wire_density.png
The die is cut into 11 by 21 equal tiles; dark purple is low, yellow is high, scaled to the fullest tile. Values are wire area over tile area, all layers added.
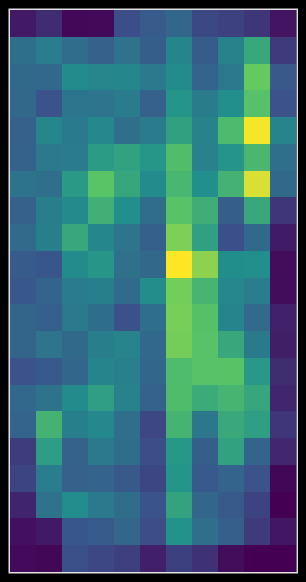
metal_stack.png
Only two layers are drawn.
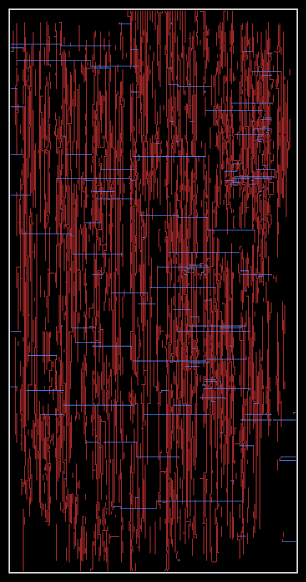
final_clocks.png
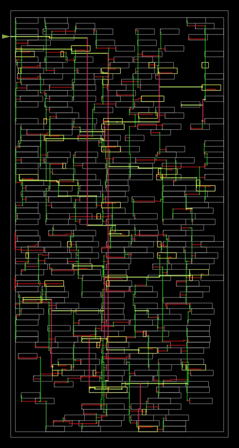
### src/rtl/bt_uart_bridge_if.sv
`default_nettype none
// ============================================================================
// Module      : bt_uart_bridge_if
// Description : Bundles the byte-stream, handshake, sequencer and display
//               signals exchanged between bt_uart_bridge and its surroundings.
//               Signal names keep their pin-level i_/o_ names as seen from the
//               bridge.
//   slave  modport : the bridge's view (i_* inputs, o_* outputs)
//   master modport : the environment's view (drives i_*, observes o_*)
// Revision    : 1.0 - initial release
// ============================================================================
interface bt_uart_bridge_if;
    // Computer -> BT channel
    logic       i_Comp_RX_DV;
    logic [7:0] i_Comp_RX_Byte;
    logic       o_BT_TX_DV;
    logic [7:0] o_BT_TX_Byte;
    logic       i_BT_TX_Done;
    // BT -> computer channel
    logic       i_BT_RX_DV;
    logic [7:0] i_BT_RX_Byte;
    logic       o_Comp_TX_DV;
    logic [7:0] o_Comp_TX_Byte;
    logic       i_Comp_TX_Done;
    // RN4871 sequencer
    logic       i_BT_Reset_Req;
    logic       o_BT_Rst_L;
    logic       o_BT_Ready;
    // Display and status
    logic       i_Disp_Sel;
    logic [7:0] o_Disp_Byte;
    logic       o_Ovf_C2B;
    logic       o_Ovf_B2C;

    modport slave (
        input  i_Comp_RX_DV, i_Comp_RX_Byte, i_BT_TX_Done,
        input  i_BT_RX_DV, i_BT_RX_Byte, i_Comp_TX_Done,
        input  i_BT_Reset_Req, i_Disp_Sel,
        output o_BT_TX_DV, o_BT_TX_Byte, o_Comp_TX_DV, o_Comp_TX_Byte,
        output o_BT_Rst_L, o_BT_Ready, o_Disp_Byte, o_Ovf_C2B, o_Ovf_B2C
    );

    modport master (
        output i_Comp_RX_DV, i_Comp_RX_Byte, i_BT_TX_Done,
        output i_BT_RX_DV, i_BT_RX_Byte, i_Comp_TX_Done,
        output i_BT_Reset_Req, i_Disp_Sel,
        input  o_BT_TX_DV, o_BT_TX_Byte, o_Comp_TX_DV, o_Comp_TX_Byte,
        input  o_BT_Rst_L, o_BT_Ready, o_Disp_Byte, o_Ovf_C2B, o_Ovf_B2C
    );
endinterface
`default_nettype wire

### src/rtl/bt_uart_bridge.sv
`default_nettype none
// ============================================================================
// Module      : bt_uart_bridge
// Description : Buffered byte bridge between the computer UART and the RN4871
//               Bluetooth UART. Two independent FIFO channels (C2B, B2C) with a
//               launch/done drain handshake, an RN4871 reset/boot sequencer
//               that gates C2B draining, a last-byte display register and
//               sticky per-channel overflow flags.
// Ports       : i_Clk   - main clock
//               i_Rst_L - asynchronous active-low reset
//               bus     - bt_uart_bridge_if.slave (UART strobes/bytes,
//                         TX done strobes, reset request, display select,
//                         sequencer status, display byte, overflow flags)
// Revision    : 1.0 - initial release
// ============================================================================
module bt_uart_bridge #(
    parameter int FIFO_DEPTH_LOG2 = 4,
    parameter int RST_CYCLES      = 25000,
    parameter int BOOT_CYCLES     = 2500000
) (
    input  wire logic       i_Clk,
    input  wire logic       i_Rst_L,
    bt_uart_bridge_if.slave bus
);

    localparam int DEPTH   = 1 << FIFO_DEPTH_LOG2;
    localparam int PTR_W   = FIFO_DEPTH_LOG2 + 1;
    localparam int MAX_CYC = (RST_CYCLES > BOOT_CYCLES) ? RST_CYCLES : BOOT_CYCLES;
    localparam int CNT_W   = $clog2(MAX_CYC) + 1;

    localparam logic [PTR_W-1:0] PTR_ONE   = PTR_W'(1);
    localparam logic [CNT_W-1:0] CNT_ONE   = CNT_W'(1);
    localparam logic [CNT_W-1:0] RST_LAST  = CNT_W'(RST_CYCLES - 1);
    localparam logic [CNT_W-1:0] BOOT_LAST = CNT_W'(BOOT_CYCLES - 1);

    // ------------------------------------------------------------------
    // RN4871 reset/boot sequencer
    // ------------------------------------------------------------------
    typedef enum logic [1:0] {
        SEQ_RST  = 2'd0,
        SEQ_BOOT = 2'd1,
        SEQ_RUN  = 2'd2
    } seq_t;

    seq_t             seq_state;
    seq_t             seq_next;
    logic [CNT_W-1:0] seq_cnt;
    logic [CNT_W-1:0] seq_cnt_next;
    logic             bt_rst_l;
    logic             bt_ready;

    always_ff @(posedge i_Clk or negedge i_Rst_L) begin
        if (!i_Rst_L) begin
            seq_state <= SEQ_RST;
            seq_cnt   <= '0;
        end else begin
            seq_state <= seq_next;
            seq_cnt   <= seq_cnt_next;
        end
    end

    always_comb begin
        seq_next     = seq_state;
        seq_cnt_next = seq_cnt;
        bt_rst_l     = 1'b1;
        bt_ready     = 1'b0;

        case (seq_state)
            SEQ_RST: begin
                bt_rst_l = 1'b0;
                // The transition edge is the last of the RST_CYCLES edges
                // spent here, so the count stops one short of the parameter.
                if (seq_cnt == RST_LAST) begin
                    seq_next     = SEQ_BOOT;
                    seq_cnt_next = '0;
                end else begin
                    seq_cnt_next = seq_cnt + CNT_ONE;
                end
            end
            SEQ_BOOT: begin
                if (seq_cnt == BOOT_LAST) begin
                    seq_next     = SEQ_RUN;
                    seq_cnt_next = '0;
                end else begin
                    seq_cnt_next = seq_cnt + CNT_ONE;
                end
            end
            SEQ_RUN: begin
                bt_ready = 1'b1;
            end
            default: begin
                seq_next     = SEQ_RST;
                seq_cnt_next = '0;
            end
        endcase

        // A reset request overrides everything, including a request that
        // lands while already in SEQ_RST (restarts the hold time).
        if (bus.i_BT_Reset_Req) begin
            seq_next     = SEQ_RST;
            seq_cnt_next = '0;
        end
    end

    assign bus.o_BT_Rst_L = bt_rst_l;
    assign bus.o_BT_Ready = bt_ready;

    // ------------------------------------------------------------------
    // Channel plumbing: index 0 = C2B, index 1 = B2C
    // ------------------------------------------------------------------
    logic [1:0]      wr_dv;
    logic [1:0][7:0] wr_byte;
    logic [1:0]      tx_done;
    logic [1:0]      drain_en;
    logic [1:0]      tx_dv;
    logic [1:0][7:0] tx_byte;
    logic [1:0]      ovf;

    assign wr_dv    = {bus.i_BT_RX_DV, bus.i_Comp_RX_DV};
    assign wr_byte  = {bus.i_BT_RX_Byte, bus.i_Comp_RX_Byte};
    assign tx_done  = {bus.i_Comp_TX_Done, bus.i_BT_TX_Done};
    // Only the BT-bound channel waits for the module to finish booting.
    assign drain_en = {1'b1, bt_ready};

    for (genvar ch = 0; ch < 2; ch++) begin : g_chan
        logic [7:0]       mem [DEPTH];
        logic [PTR_W-1:0] wr_ptr;
        logic [PTR_W-1:0] rd_ptr;
        logic             full;
        logic             empty;
        logic             pop;
        logic             idle;
        logic             dv_q;
        logic [7:0]       byte_q;
        logic             ovf_q;

        // Extra pointer MSB distinguishes full from empty when the
        // address bits coincide.
        assign full  = (wr_ptr[PTR_W-1] != rd_ptr[PTR_W-1]) &&
                       (wr_ptr[PTR_W-2:0] == rd_ptr[PTR_W-2:0]);
        assign empty = (wr_ptr == rd_ptr);
        assign pop   = idle && !empty && drain_en[ch];

        always_ff @(posedge i_Clk) begin
            if (wr_dv[ch] && !full) begin
                mem[wr_ptr[PTR_W-2:0]] <= wr_byte[ch];
            end
        end

        always_ff @(posedge i_Clk or negedge i_Rst_L) begin
            if (!i_Rst_L) begin
                wr_ptr <= '0;
                rd_ptr <= '0;
                idle   <= 1'b1;
                dv_q   <= 1'b0;
                byte_q <= 8'h00;
                ovf_q  <= 1'b0;
            end else begin
                // Fullness is judged before this edge, so a write that
                // coincides with a pop from a full FIFO is still dropped.
                if (wr_dv[ch]) begin
                    if (full) begin
                        ovf_q <= 1'b1;
                    end else begin
                        wr_ptr <= wr_ptr + PTR_ONE;
                    end
                end

                dv_q <= pop;
                if (pop) begin
                    rd_ptr <= rd_ptr + PTR_ONE;
                    byte_q <= mem[rd_ptr[PTR_W-2:0]];
                    idle   <= 1'b0;
                end else if (tx_done[ch]) begin
                    // pop requires idle, so this only matters while busy;
                    // a Done arriving while already idle changes nothing.
                    idle <= 1'b1;
                end
            end
        end

        assign tx_dv[ch]   = dv_q;
        assign tx_byte[ch] = byte_q;
        assign ovf[ch]     = ovf_q;
    end

    assign bus.o_BT_TX_DV     = tx_dv[0];
    assign bus.o_BT_TX_Byte   = tx_byte[0];
    assign bus.o_Comp_TX_DV   = tx_dv[1];
    assign bus.o_Comp_TX_Byte = tx_byte[1];
    assign bus.o_Ovf_C2B      = ovf[0];
    assign bus.o_Ovf_B2C      = ovf[1];

    // ------------------------------------------------------------------
    // Display: the launched byte is held until the next pop, so it doubles
    // as the per-channel last-byte register.
    // ------------------------------------------------------------------
    logic [7:0] disp_q;

    always_ff @(posedge i_Clk or negedge i_Rst_L) begin
        if (!i_Rst_L) begin
            disp_q <= 8'h00;
        end else begin
            disp_q <= bus.i_Disp_Sel ? tx_byte[1] : tx_byte[0];
        end
    end

    assign bus.o_Disp_Byte = disp_q;

endmodule
`default_nettype wire
### src/flat_wrapper.sv
// flat-port wrapper written by rule: the top's interface ports become plain ports
module bt_uart_bridge_flat 
#(
    parameter int FIFO_DEPTH_LOG2 = 4,
    parameter int RST_CYCLES      = 25000,
    parameter int BOOT_CYCLES     = 2500000
)
  (i_Clk, i_Rst_L, bus_i_Comp_RX_DV, bus_i_Comp_RX_Byte, bus_i_BT_TX_Done, bus_i_BT_RX_DV, bus_i_BT_RX_Byte, bus_i_Comp_TX_Done, bus_i_BT_Reset_Req, bus_i_Disp_Sel, bus_o_BT_TX_DV, bus_o_BT_TX_Byte, bus_o_Comp_TX_DV, bus_o_Comp_TX_Byte, bus_o_BT_Rst_L, bus_o_BT_Ready, bus_o_Disp_Byte, bus_o_Ovf_C2B, bus_o_Ovf_B2C);
  bt_uart_bridge_if bus_i ();
  input  wire logic i_Clk;
  input  wire logic i_Rst_L;
  input wire logic [$bits(bus_i.i_Comp_RX_DV)-1:0] bus_i_Comp_RX_DV;
  input wire logic [$bits(bus_i.i_Comp_RX_Byte)-1:0] bus_i_Comp_RX_Byte;
  input wire logic [$bits(bus_i.i_BT_TX_Done)-1:0] bus_i_BT_TX_Done;
  input wire logic [$bits(bus_i.i_BT_RX_DV)-1:0] bus_i_BT_RX_DV;
  input wire logic [$bits(bus_i.i_BT_RX_Byte)-1:0] bus_i_BT_RX_Byte;
  input wire logic [$bits(bus_i.i_Comp_TX_Done)-1:0] bus_i_Comp_TX_Done;
  input wire logic [$bits(bus_i.i_BT_Reset_Req)-1:0] bus_i_BT_Reset_Req;
  input wire logic [$bits(bus_i.i_Disp_Sel)-1:0] bus_i_Disp_Sel;
  output wire logic [$bits(bus_i.o_BT_TX_DV)-1:0] bus_o_BT_TX_DV;
  output wire logic [$bits(bus_i.o_BT_TX_Byte)-1:0] bus_o_BT_TX_Byte;
  output wire logic [$bits(bus_i.o_Comp_TX_DV)-1:0] bus_o_Comp_TX_DV;
  output wire logic [$bits(bus_i.o_Comp_TX_Byte)-1:0] bus_o_Comp_TX_Byte;
  output wire logic [$bits(bus_i.o_BT_Rst_L)-1:0] bus_o_BT_Rst_L;
  output wire logic [$bits(bus_i.o_BT_Ready)-1:0] bus_o_BT_Ready;
  output wire logic [$bits(bus_i.o_Disp_Byte)-1:0] bus_o_Disp_Byte;
  output wire logic [$bits(bus_i.o_Ovf_C2B)-1:0] bus_o_Ovf_C2B;
  output wire logic [$bits(bus_i.o_Ovf_B2C)-1:0] bus_o_Ovf_B2C;
  assign bus_i.i_Comp_RX_DV = bus_i_Comp_RX_DV;
  assign bus_i.i_Comp_RX_Byte = bus_i_Comp_RX_Byte;
  assign bus_i.i_BT_TX_Done = bus_i_BT_TX_Done;
  assign bus_i.i_BT_RX_DV = bus_i_BT_RX_DV;
  assign bus_i.i_BT_RX_Byte = bus_i_BT_RX_Byte;
  assign bus_i.i_Comp_TX_Done = bus_i_Comp_TX_Done;
  assign bus_i.i_BT_Reset_Req = bus_i_BT_Reset_Req;
  assign bus_i.i_Disp_Sel = bus_i_Disp_Sel;
  assign bus_o_BT_TX_DV = bus_i.o_BT_TX_DV;
  assign bus_o_BT_TX_Byte = bus_i.o_BT_TX_Byte;
  assign bus_o_Comp_TX_DV = bus_i.o_Comp_TX_DV;
  assign bus_o_Comp_TX_Byte = bus_i.o_Comp_TX_Byte;
  assign bus_o_BT_Rst_L = bus_i.o_BT_Rst_L;
  assign bus_o_BT_Ready = bus_i.o_BT_Ready;
  assign bus_o_Disp_Byte = bus_i.o_Disp_Byte;
  assign bus_o_Ovf_C2B = bus_i.o_Ovf_C2B;
  assign bus_o_Ovf_B2C = bus_i.o_Ovf_B2C;
  bt_uart_bridge #(.FIFO_DEPTH_LOG2(FIFO_DEPTH_LOG2), .RST_CYCLES(RST_CYCLES), .BOOT_CYCLES(BOOT_CYCLES)) u_core (.i_Clk(i_Clk), .i_Rst_L(i_Rst_L), .bus(bus_i));
endmodule
### config.mk
export PLATFORM = sky130hd
export DESIGN_NAME = bt_uart_bridge_flat
export DESIGN_NICKNAME = d
export VERILOG_FILES = /design/src/rtl/bt_uart_bridge_if.sv /design/src/rtl/bt_uart_bridge.sv /design/src/flat_wrapper.sv
export SDC_FILE = /design/constraint.sdc
export NUM_CORES = 1
export LEC_CHECK = 0
export CAP_MARGIN = 20
export CORE_ASPECT_RATIO = 2
export CORE_MARGIN = 2
export CORE_UTILIZATION = 65
export DETAILED_ROUTE_END_ITERATION = 6
export HOLD_SLACK_MARGIN = 0.12
export PLACE_DENSITY_LB_ADDON = 0.08
export SYNTH_ARGS = -nofsm -noshare
export SYNTH_HDL_FRONTEND = slang
export SYNTH_SLANG_ARGS = --single-unit
### constraint.sdc
create_clock -name i_Clk -period 3.78 [get_ports i_Clk]
set_clock_uncertainty 0.1 [all_clocks]
set_input_delay 0.567 -clock i_Clk [delete_from_list [all_inputs] [get_ports i_Clk]]
set_output_delay 0.567 -clock i_Clk [all_outputs]
set_load 0.01 [all_outputs]
==> ci_impl_report.md <==
### Metrics collected by this job

| Metric | Value |
|---|---|
| Layout cell share with drive strength beyond 1 | `17.95%` |
| Commonest cells in the netlist | `edfxtp_1, dfrtp_1, mux4_2` |
| Buffers added on ports | `53` |
| Synth unique cells | `59` |
| Die Wd | `about 110 microns` |
| Hold Vio Cnt, Final | `0` |
| Root Driver | `clkbuf_16` |
| Clock tree buffer depth | `3` |
| Syn Inst Count | `around 780` |
| Global route overflow | `0` |
| Area fraction in mux cells | `12.46%` |
| WS Path Type | `reg -> reg` |
| Post-synth EDFFs | `256` |
| F_max | `approximately 370 MHz` |
| CTS Sinks | `~330` |
| Vias per inst | `~6.4` |
| Diodes inserted | `0` |
| Final Cell Area | `approximately 15000 sq um` |
| Yosys stat cell total | `about 780` |
| Max cap viols | `0` |
| Status | `completed` |
| Total GRT Usage | `27.63%` |
| Synth top area share | `57.17%` |
| Antenna-violating nets left | `0` |
| IO Pins | `roughly 54` |
| # DRC | `0` |
| Adder Area Share | `slightly above 1%` |
| Reg2Reg Setup Slack | `roughly 1.1 ns` |
| Biggest area cells | `edfxtp_1, dfrtp_1, mux4_2` |
| Largest net degree at the start of global routing | `76` |
| XOR-XNOR Cells, Area Fraction | `under 10%` |
| Post-synth regs | `331` |
| Dominant Register Cell | `edfxtp_1` |
| Final #Nets | `between 800 and 900` |
| FP Rows | `~74` |
| Routability cong. | `roughly 0.87` |
| Final period utilization | `slightly above 70%` |
| Worst VDD drop | `between 0.5 and 0.6 mV` |
| Most common cell in the netlist | `edfxtp_1` |
| # resized after CTS | `0` |
| Final setup TNS | `0 ns` |
| Pwr Density | `roughly 640 nW/um^2` |
| # hold bufs at CTS | `1` |
| YS chip area | `about 13000 sq um` |
| Reg2Reg Depth | `5` |
| Reg clk slew, reported paths | `about 0.070 ns` |
| Aoi share | `between 4 and 5%` |
| Synth Seq Share | `a little under three quarters` |
| Max-slew violations | `0` |
| Arr. time, crit path | `about 2.8 ns` |
| DP HPWL | `20.15 mm` |
| Antenna violations before repair | `0` |
| Tmin final | `about 2.7 ns` |
| FP Util | `between 60% and 70%` |
| CP Max Fanout | `10` |
Back to the opening pictures, wire_density.png:
densest ninth of the die: middle
tiles over half the peak: 24%
emptiest ninth of the die: bottom right
nearly empty tiles: 2.2%
WL final: 29.18 mm
via count: 7204
DR WL/cell: 25.96 microns

Back to the opening pictures, metal_stack.png:
| layer | colour | wire length |
|---|---|---|
| met3 | blue | 1030 microns |
| met2 | red | 17300 microns |

Back to the opening pictures, final_clocks.png:
flip-flops: 331
clock buffer count: 32
Clock Power: 2.79 mW

-- per-stage QoR --
step	total power, mW	setup WS, ns	instances
floorplan	6.117	1.430	779
finish	9.673	1.070	1124
CTS	9.734	1.079	1123
global route	10.07	0.8698	1124
detailed placement	6.968	0.9580	1070
global placement	6.876	1.008	1070
-- where the power goes --
part	internal [mW]	switching (mW)	leakage (nW)
clock	1.54	1.26	0.428
combinational	0.993	1.16	1.59
sequential	4.41	0.318	3.28
total	6.94	2.74	5.30
-- flip-flops by register name, indices dropped and copies added, names as in the netlist --
signal	cells
u_core.bus.o_Comp_TX_Byte	8
u_core.seq_cnt	23
u_core.bus.o_BT_TX_Byte	8
u_core.bus.o_Ovf_C2B	1
u_core.g_chan.mem	256
u_core.bus.o_Comp_TX_DV	1
u_core.bus.o_BT_TX_DV	1
u_core.g_chan.rd_ptr	10
u_core.bus.o_Disp_Byte	8
u_core.g_chan.wr_ptr	10
u_core.g_chan.idle	2
u_core.seq_state	2
u_core.bus.o_Ovf_B2C	1
-- area by class of cell --
| cell class | instances | area, sq um |
|---|---|---|
| sequential | 331 | 9569 |
| fill | 1233 | 5221 |
| multi-input combinational | 394 | 3654 |
| clock buffer | 32 | 737.0 |
| timing repair buffer | 65 | 640.6 |
| tap | 266 | 332.8 |
| clock inverter | 20 | 155.1 |
| inverter | 16 | 60.06 |
-- worst max path at each step --
| stage | start | to | slack (ns) | depth (start not counted) |
|---|---|---|---|---|
| 2_1_floorplan | u_core.g_chan[1].rd_ptr[0] | u_core.g_chan[1].mem[3][0] | 1.43 | 7 |
| 3_3_place_gp | bus_i_Comp_RX_DV | u_core.g_chan[0].mem[1][0] | 1.01 | 4 |
| 3_5_place_dp | bus_i_Comp_RX_DV | u_core.g_chan[0].mem[1][7] | 0.96 | 4 |
| 4_1_cts | u_core.g_chan[0].wr_ptr[3] | u_core.g_chan[0].mem[1][7] | 1.08 | 5 |
| 5_1_grt | u_core.g_chan[0].wr_ptr[3] | u_core.g_chan[0].mem[1][2] | 0.87 | 5 |
| 6_report | u_core.g_chan[0].wr_ptr[3] | u_core.g_chan[0].mem[1][7] | 1.07 | 5 |
-- kinds of logic after synthesis --
kind of cell | after synthesis
AOI/OAI and AO/OA | 85
adders and majority gates | 11
buffers and inverters | 54
and+or+nand+nor | 186
xor gates and xnor gates | 27
DFF | 331
muxes | 85
-- metal layers --
metal / vias to the layer above / wire (microns) / GRT usage [%]
li1: 3197 / - / -
met1: 3705 / 9317 / 28.52
met2: 234 / 17340 / 53.59
met3: 68 / 1026 / 2.732
met4: 0 / 1499 / 14.38
met5: - / 0 / 0
-- critical path, stage by stage, from the launching register on --
cell     delay (ns)
dfrtp_1        0.54
xnor2_1        0.20
nand4_1        0.22
o21ai_0        0.25
or3_1          0.43
nor2_1         0.58
No activity file was given, so power comes from the tool's default toggle rates.
